--- config.mk ---
export PLATFORM = sky130hd
export DESIGN_NAME = noc_vc_input_port
export DESIGN_NICKNAME = d
export VERILOG_FILES = /design/src/rtl/noc_pkg.sv /design/src/rtl/noc_vc_fifo.sv /design/src/rtl/noc_vc_input_port.sv
export SDC_FILE = /design/constraint.sdc
export NUM_CORES = 1
export LEC_CHECK = 0
export CAP_MARGIN = 20
export CORE_ASPECT_RATIO = 1.25
export CORE_MARGIN = 1.5
export CORE_UTILIZATION = 55
export CTS_BUF_LIST = sky130_fd_sc_hd__clkbuf_4 sky130_fd_sc_hd__clkbuf_8 sky130_fd_sc_hd__clkbuf_16
export CTS_CLUSTER_DIAMETER = 60
export CTS_CLUSTER_SIZE = 30
export DETAILED_ROUTE_END_ITERATION = 7
export PLACE_DENSITY_LB_ADDON = 0.15
export REMOVE_ABC_BUFFERS = 1
export SLEW_MARGIN = 5
export SYNTH_ARGS = -nofsm -noshare
export SYNTH_HDL_FRONTEND = slang
export SYNTH_HIERARCHICAL = 1
export SYNTH_SLANG_ARGS = --single-unit
--- constraint.sdc ---
create_clock -name clk -period 3.4 [get_ports clk]
set_clock_uncertainty 0.05 [all_clocks]
set_input_delay 0.34 -clock clk [delete_from_list [all_inputs] [get_ports clk]]
set_output_delay 0.34 -clock clk [all_outputs]
set_load 0.05 [all_outputs]
--- src/rtl/noc_pkg.sv ---
// -----------------------------------------------------------------------------
// noc_pkg
// Shared definitions for the NoC virtual-channel input port:
//   - default flit width, per-VC depth and VC count
//   - vc_idx_t / flit_t typedefs sized from those defaults
//   - vc_width(): index width for a given VC count (never below 1 bit)
// -----------------------------------------------------------------------------
package noc_pkg;

   localparam int NOC_DATA_W = 16;
   localparam int NOC_DEPTH  = 5;
   localparam int NOC_NUM_VC = 2;

   function automatic int vc_width(input int num_vc);
      return (num_vc > 1) ? $clog2(num_vc) : 1;
   endfunction

   localparam int NOC_VCW = vc_width(NOC_NUM_VC);

   typedef logic [NOC_VCW-1:0]    vc_idx_t;
   typedef logic [NOC_DATA_W-1:0] flit_t;

endpackage

--- src/rtl/noc_vc_fifo.sv ---
// -----------------------------------------------------------------------------
// noc_vc_fifo
// Single virtual-channel circular FIFO with show-ahead read.
// Ports:
//   clk, rst_n  : clock, asynchronous active-low reset (pointers/count only)
//   push        : store data_i at the write pointer (caller guarantees room,
//                 or a simultaneous pop when full)
//   pop         : advance the read pointer (caller guarantees non-empty)
//   data_i      : flit to store
//   data_o      : flit at the read pointer (combinational)
//   empty, full : decoded from the registered occupancy count
// -----------------------------------------------------------------------------
module noc_vc_fifo
   import noc_pkg::*;
#(
   parameter int DATA_W = NOC_DATA_W,
   parameter int DEPTH  = NOC_DEPTH
) (
   input  logic              clk,
   input  logic              rst_n,
   input  logic              push,
   input  logic              pop,
   input  logic [DATA_W-1:0] data_i,
   output logic [DATA_W-1:0] data_o,
   output logic              empty,
   output logic              full
);

   localparam int PW = (DEPTH > 1) ? $clog2(DEPTH) : 1;
   localparam int CW = $clog2(DEPTH + 1);

   logic [DATA_W-1:0] mem [DEPTH];
   logic [PW-1:0]     wr_ptr;
   logic [PW-1:0]     rd_ptr;
   logic [CW-1:0]     count;

   // DEPTH need not be a power of two, so wrap explicitly at DEPTH-1.
   function automatic logic [PW-1:0] ptr_inc(input logic [PW-1:0] p);
      return (p == PW'(DEPTH - 1)) ? '0 : p + PW'(1);
   endfunction

   // Storage is deliberately left out of reset.
   always_ff @(posedge clk) begin
      if (push) begin
         mem[wr_ptr] <= data_i;
      end
   end

   always_ff @(posedge clk or negedge rst_n) begin
      if (!rst_n) begin
         wr_ptr <= '0;
         rd_ptr <= '0;
         count  <= '0;
      end else begin
         if (push) begin
            wr_ptr <= ptr_inc(wr_ptr);
         end
         if (pop) begin
            rd_ptr <= ptr_inc(rd_ptr);
         end
         if (push && !pop) begin
            count <= count + CW'(1);
         end else if (pop && !push) begin
            count <= count - CW'(1);
         end
      end
   end

   assign data_o = mem[rd_ptr];
   assign empty  = (count == '0);
   assign full   = (count == CW'(DEPTH));

endmodule

--- src/rtl/noc_vc_input_port.sv ---
// -----------------------------------------------------------------------------
// noc_vc_input_port
// NoC router input port with NUM_VC independent virtual-channel FIFOs,
// credit return on every pop and sticky overflow/underflow error flags.
// Ports:
//   clk, rst_n   : clock, asynchronous active-low reset
//   data_i, vc_i : incoming flit and its target VC
//   write_en     : push request
//   shift        : pop request for VC shift_vc
//   data_o       : head flit of VC shift_vc (show-ahead, undefined when empty)
//   read_valid_o : per-VC non-empty
//   full_o       : per-VC full
//   credit_o     : one-cycle pulse the cycle after a successful pop
//   credit_vc_o  : VC of that pop
//   overflow_o   : sticky, write dropped (full VC or VC index out of range)
//   underflow_o  : sticky, pop ignored (empty VC or VC index out of range)
// -----------------------------------------------------------------------------
module noc_vc_input_port
   import noc_pkg::*;
#(
   parameter  int DATA_W = NOC_DATA_W,
   parameter  int DEPTH  = NOC_DEPTH,
   parameter  int NUM_VC = NOC_NUM_VC,
   localparam int VCW    = vc_width(NUM_VC)
) (
   input  logic              clk,
   input  logic              rst_n,
   input  logic [DATA_W-1:0] data_i,
   input  logic [VCW-1:0]    vc_i,
   input  logic              write_en,
   input  logic              shift,
   input  logic [VCW-1:0]    shift_vc,
   output logic [DATA_W-1:0] data_o,
   output logic [NUM_VC-1:0] read_valid_o,
   output logic [NUM_VC-1:0] full_o,
   output logic              credit_o,
   output logic [VCW-1:0]    credit_vc_o,
   output logic              overflow_o,
   output logic              underflow_o
);

   logic [NUM_VC-1:0] push_v;
   logic [NUM_VC-1:0] pop_v;
   logic [NUM_VC-1:0] empty_v;
   logic [NUM_VC-1:0] full_v;
   logic [DATA_W-1:0] head_v [NUM_VC];

   // Widen before comparing so the check stays meaningful when NUM_VC is
   // not a power of two (and quiet when it is).
   logic wr_in_range;
   logic rd_in_range;
   assign wr_in_range = (32'(vc_i)     < 32'(NUM_VC));
   assign rd_in_range = (32'(shift_vc) < 32'(NUM_VC));

   for (genvar v = 0; v < NUM_VC; v++) begin : g_vc
      // Pop only from a non-empty VC; a push into a full VC is allowed
      // only when that same VC frees a slot this cycle.  An empty VC
      // with push+pop therefore sees only the push (no bypass).
      assign pop_v[v]  = shift && rd_in_range && (shift_vc == VCW'(v)) && !empty_v[v];
      assign push_v[v] = write_en && wr_in_range && (vc_i == VCW'(v))
                         && (!full_v[v] || pop_v[v]);

      noc_vc_fifo #(
         .DATA_W (DATA_W),
         .DEPTH  (DEPTH)
      ) u_fifo (
         .clk    (clk),
         .rst_n  (rst_n),
         .push   (push_v[v]),
         .pop    (pop_v[v]),
         .data_i (data_i),
         .data_o (head_v[v]),
         .empty  (empty_v[v]),
         .full   (full_v[v])
      );
   end

   always_comb begin
      data_o = '0;
      for (int v = 0; v < NUM_VC; v++) begin
         if (shift_vc == VCW'(v)) begin
            data_o = head_v[v];
         end
      end
   end

   assign read_valid_o = ~empty_v;
   assign full_o       = full_v;

   logic write_drop;
   logic shift_drop;
   assign write_drop = write_en && (push_v == '0);
   assign shift_drop = shift    && (pop_v  == '0);

   always_ff @(posedge clk or negedge rst_n) begin
      if (!rst_n) begin
         credit_o    <= 1'b0;
         credit_vc_o <= '0;
         overflow_o  <= 1'b0;
         underflow_o <= 1'b0;
      end else begin
         credit_o <= |pop_v;
         if (|pop_v) begin
            credit_vc_o <= shift_vc;
         end
         if (write_drop) begin
            overflow_o <= 1'b1;
         end
         if (shift_drop) begin
            underflow_o <= 1'b1;
         end
      end
   end

endmodule

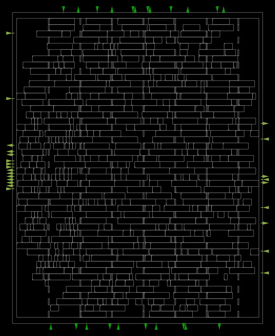
Fig. 1. Cell placement.
Final Instance Count excl. Fillers: 748
cell row count: 48
register fraction of the total cell area: 57.6%
core area: 13800 µm²
final core utilization: 67.3%

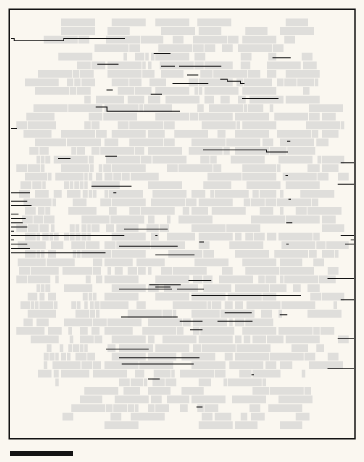
Fig. 2. M3 wires.
Scale bar: 20 µm.
The longest straight run is 35.6 µm. The layer holds 3.8% of the routed length.

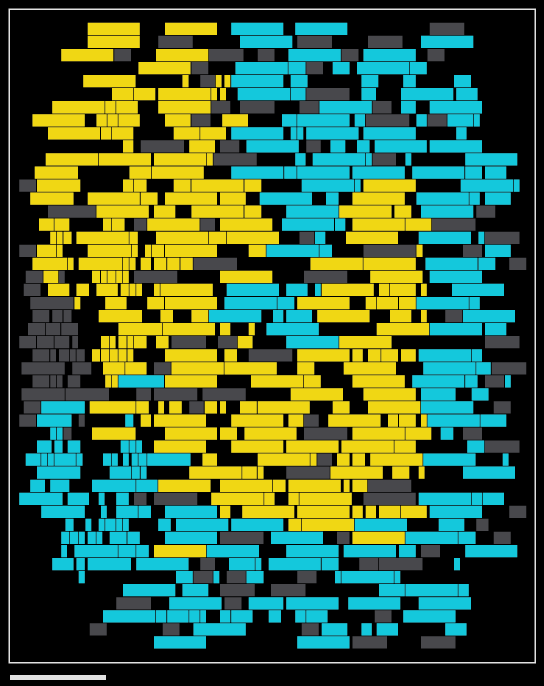
Fig. 3. Placement by RTL instance.
Scale bar: 20 µm. Other cells in gray.
`g_vc[1].u_fifo`: marked cyan, cells 227, where spread over the die. `g_vc[0].u_fifo`: marked yellow, cells 230.
Another 116 cells are not colored.
chip area: 14800 µm²

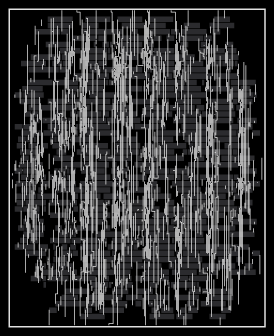
Fig. 4. Met2 routing.
488 nets have wire on it. The longest straight run is 61.5 µm. The layer carries 8270 µm of wire.

==> results_slide.txt <==
Flow Results at a Glance

Outcome
  • Status: finished clean

Logic synthesis
  • Post-synth top flop: edfxtp_1
  • Area leader share: 61.9%
  • Flops after synth: 182
  • Simple share: between 5 and 6%
  • Synth Area in Adders: 2.13%
  • Post-synthesis compound-gate area fraction: 11.1%
  • Syn Area/Cell: between 15 and 20 µm²
  • Area leader, netlist: edfxtp_1
  • Yosys Chip Area: 7770 µm²
  • Synth warn: 6
  • Mux frac, synth: under 10%

CTS
  • Clock Latency Late Sink: 0.43 ns
  • Post-CTS Hold Buffers: 0
  • CTS Buffer Depth: 2
  • TritonCTS buffer count: 17
  • Clk slew on worst S/H paths: 0.07 ns
  • Clock sinks: 182
  • Post-CTS sizing: 0

STA
  • Slew @ Worst Pin: about 0.97 ns
  • Fin crit period: 2.88 ns
  • Final sum of negative setup slack: 0 ns
  • Unrepaired setup endpoints after global routing: no
  • Final Hold Viols: 0
  • Final Max-Slew Violation Tally: 0

GRT
  • Grt peak-use layer: met2
  • Met3 Resource Use GR: ~5.4%
  • Met1 usage: about a quarter
  • GRT Residual Overflow: 0
  • Met2 Use GR: 39.6%

Routing
  • First drt pass iteration count: 4
  • Vias: ~4200

Placed design
  • I/O Buffers: 45

Layout
  • Most frequent cells in the layout: 160 x edfxtp_1, 47 x inv_1, 32 x mux2i_1, 32 x nor2b_1, 29 x clkdlybuf4s50_1
  • Number of diodes: 0
  • Top cell excl fill/tap: edfxtp_1

Setup path
  • CP Cell Sequence: nand2b_1 -> buf_4 -> a211oi_1 -> a221oi_1 -> mux2_2 -> buf_12
  • CP Class: reg2out
  • Family with the most delay on the worst path: flip-flops
  • CP Max Fanout: 14
  • WP buf/inv: 2
  • Delay of the slowest cell on the worst path: 0.66 ns

Floorplan
  • Die height: 136 µm
  • Die width: 109 µm
[layer usage]
metal,vias up,share of wire (%)
met5,-,0
met4,0,2.2
met3,26,3.8
met2,103,54
met1,2113,40
li1,2000,-
[state kept, by name (all words and copies together) (netlist names)]
name                flops
g_vc.u_fifo/rd_ptr      6
credit_vc_o             1
overflow_o              1
g_vc.u_fifo/count       6
underflow_o             1
g_vc.u_fifo/mem       160
credit_o                1
g_vc.u_fifo/wr_ptr      6
[layout make-up]
class,count,area [µm²]
Sequential cell,182,5360
Fill cell,948,4520
Multi-Input combinational cell,240,2090
Timing Repair Buffer,70,843
Clock buffer,18,439
Tap cell,175,219
Inverter,49,184
Clock inverter,14,161
[cell families after synthesis]
kind of cell,Yosys count
AOI/OAI and AO/OA,85
xor gates and xnor gates,6
adders and majority gates,12
buffers and inverters,71
DFF,182
muxes,50
and+or+nand+nor,87
[final timing paths]
path | startpoint | endpoint | slack (ns) | depth (start not counted)
min in group clk | underflow_o | underflow_o | 0.43 | 1
max in group asynchronous | rst_n | g_vc[0].u_fifo/rd_ptr[0] | 2.81 | 2
hold reg to reg | underflow_o | underflow_o | 0.43 | 1
setup / recovery | g_vc[1].u_fifo/rd_ptr[2] | data_o[2] | 0.52 | 6
setup reg to reg | g_vc[0].u_fifo/count[0] | g_vc[0].u_fifo/count[2] | 1.00 | 9
hold / removal | rst_n | g_vc[0].u_fifo/count[0] | 0.09 | 1
[metrics by stage]
| stage | hold WS, ns | setup WS, ns | cell area, µm² | power [W] | std cells |
|---|---|---|---|---|---|
| 2_1_floorplan | -0.00559 | 0.245 | 7600 | 0.00515 | 471 |
| 3_3_place_gp | 0.412 | 0.588 | 8670 | 0.00660 | 715 |
| 3_5_place_dp | 0.418 | 0.584 | 8670 | 0.00669 | 715 |
| 4_1_cts | 0.430 | 0.472 | 9270 | 0.00867 | 747 |
| 5_1_grt | 0.0796 | 0.381 | 9290 | 0.00898 | 748 |
| 6_report | 0.0892 | 0.520 | 9290 | 0.00860 | 748 |
[where the power goes]
part | switching, W | internal (W) | total (W) | leakage, nW
sequential | 0.000296 | 0.00273 | 0.00302 | 1.71
clock | 0.000854 | 0.00112 | 0.00197 | 0.285
combinational | 0.00203 | 0.00158 | 0.00361 | 1.33
total | 0.00317 | 0.00543 | 0.00860 | 3.32
Power figures rest on the tool's default switching activity, not on a simulated workload.
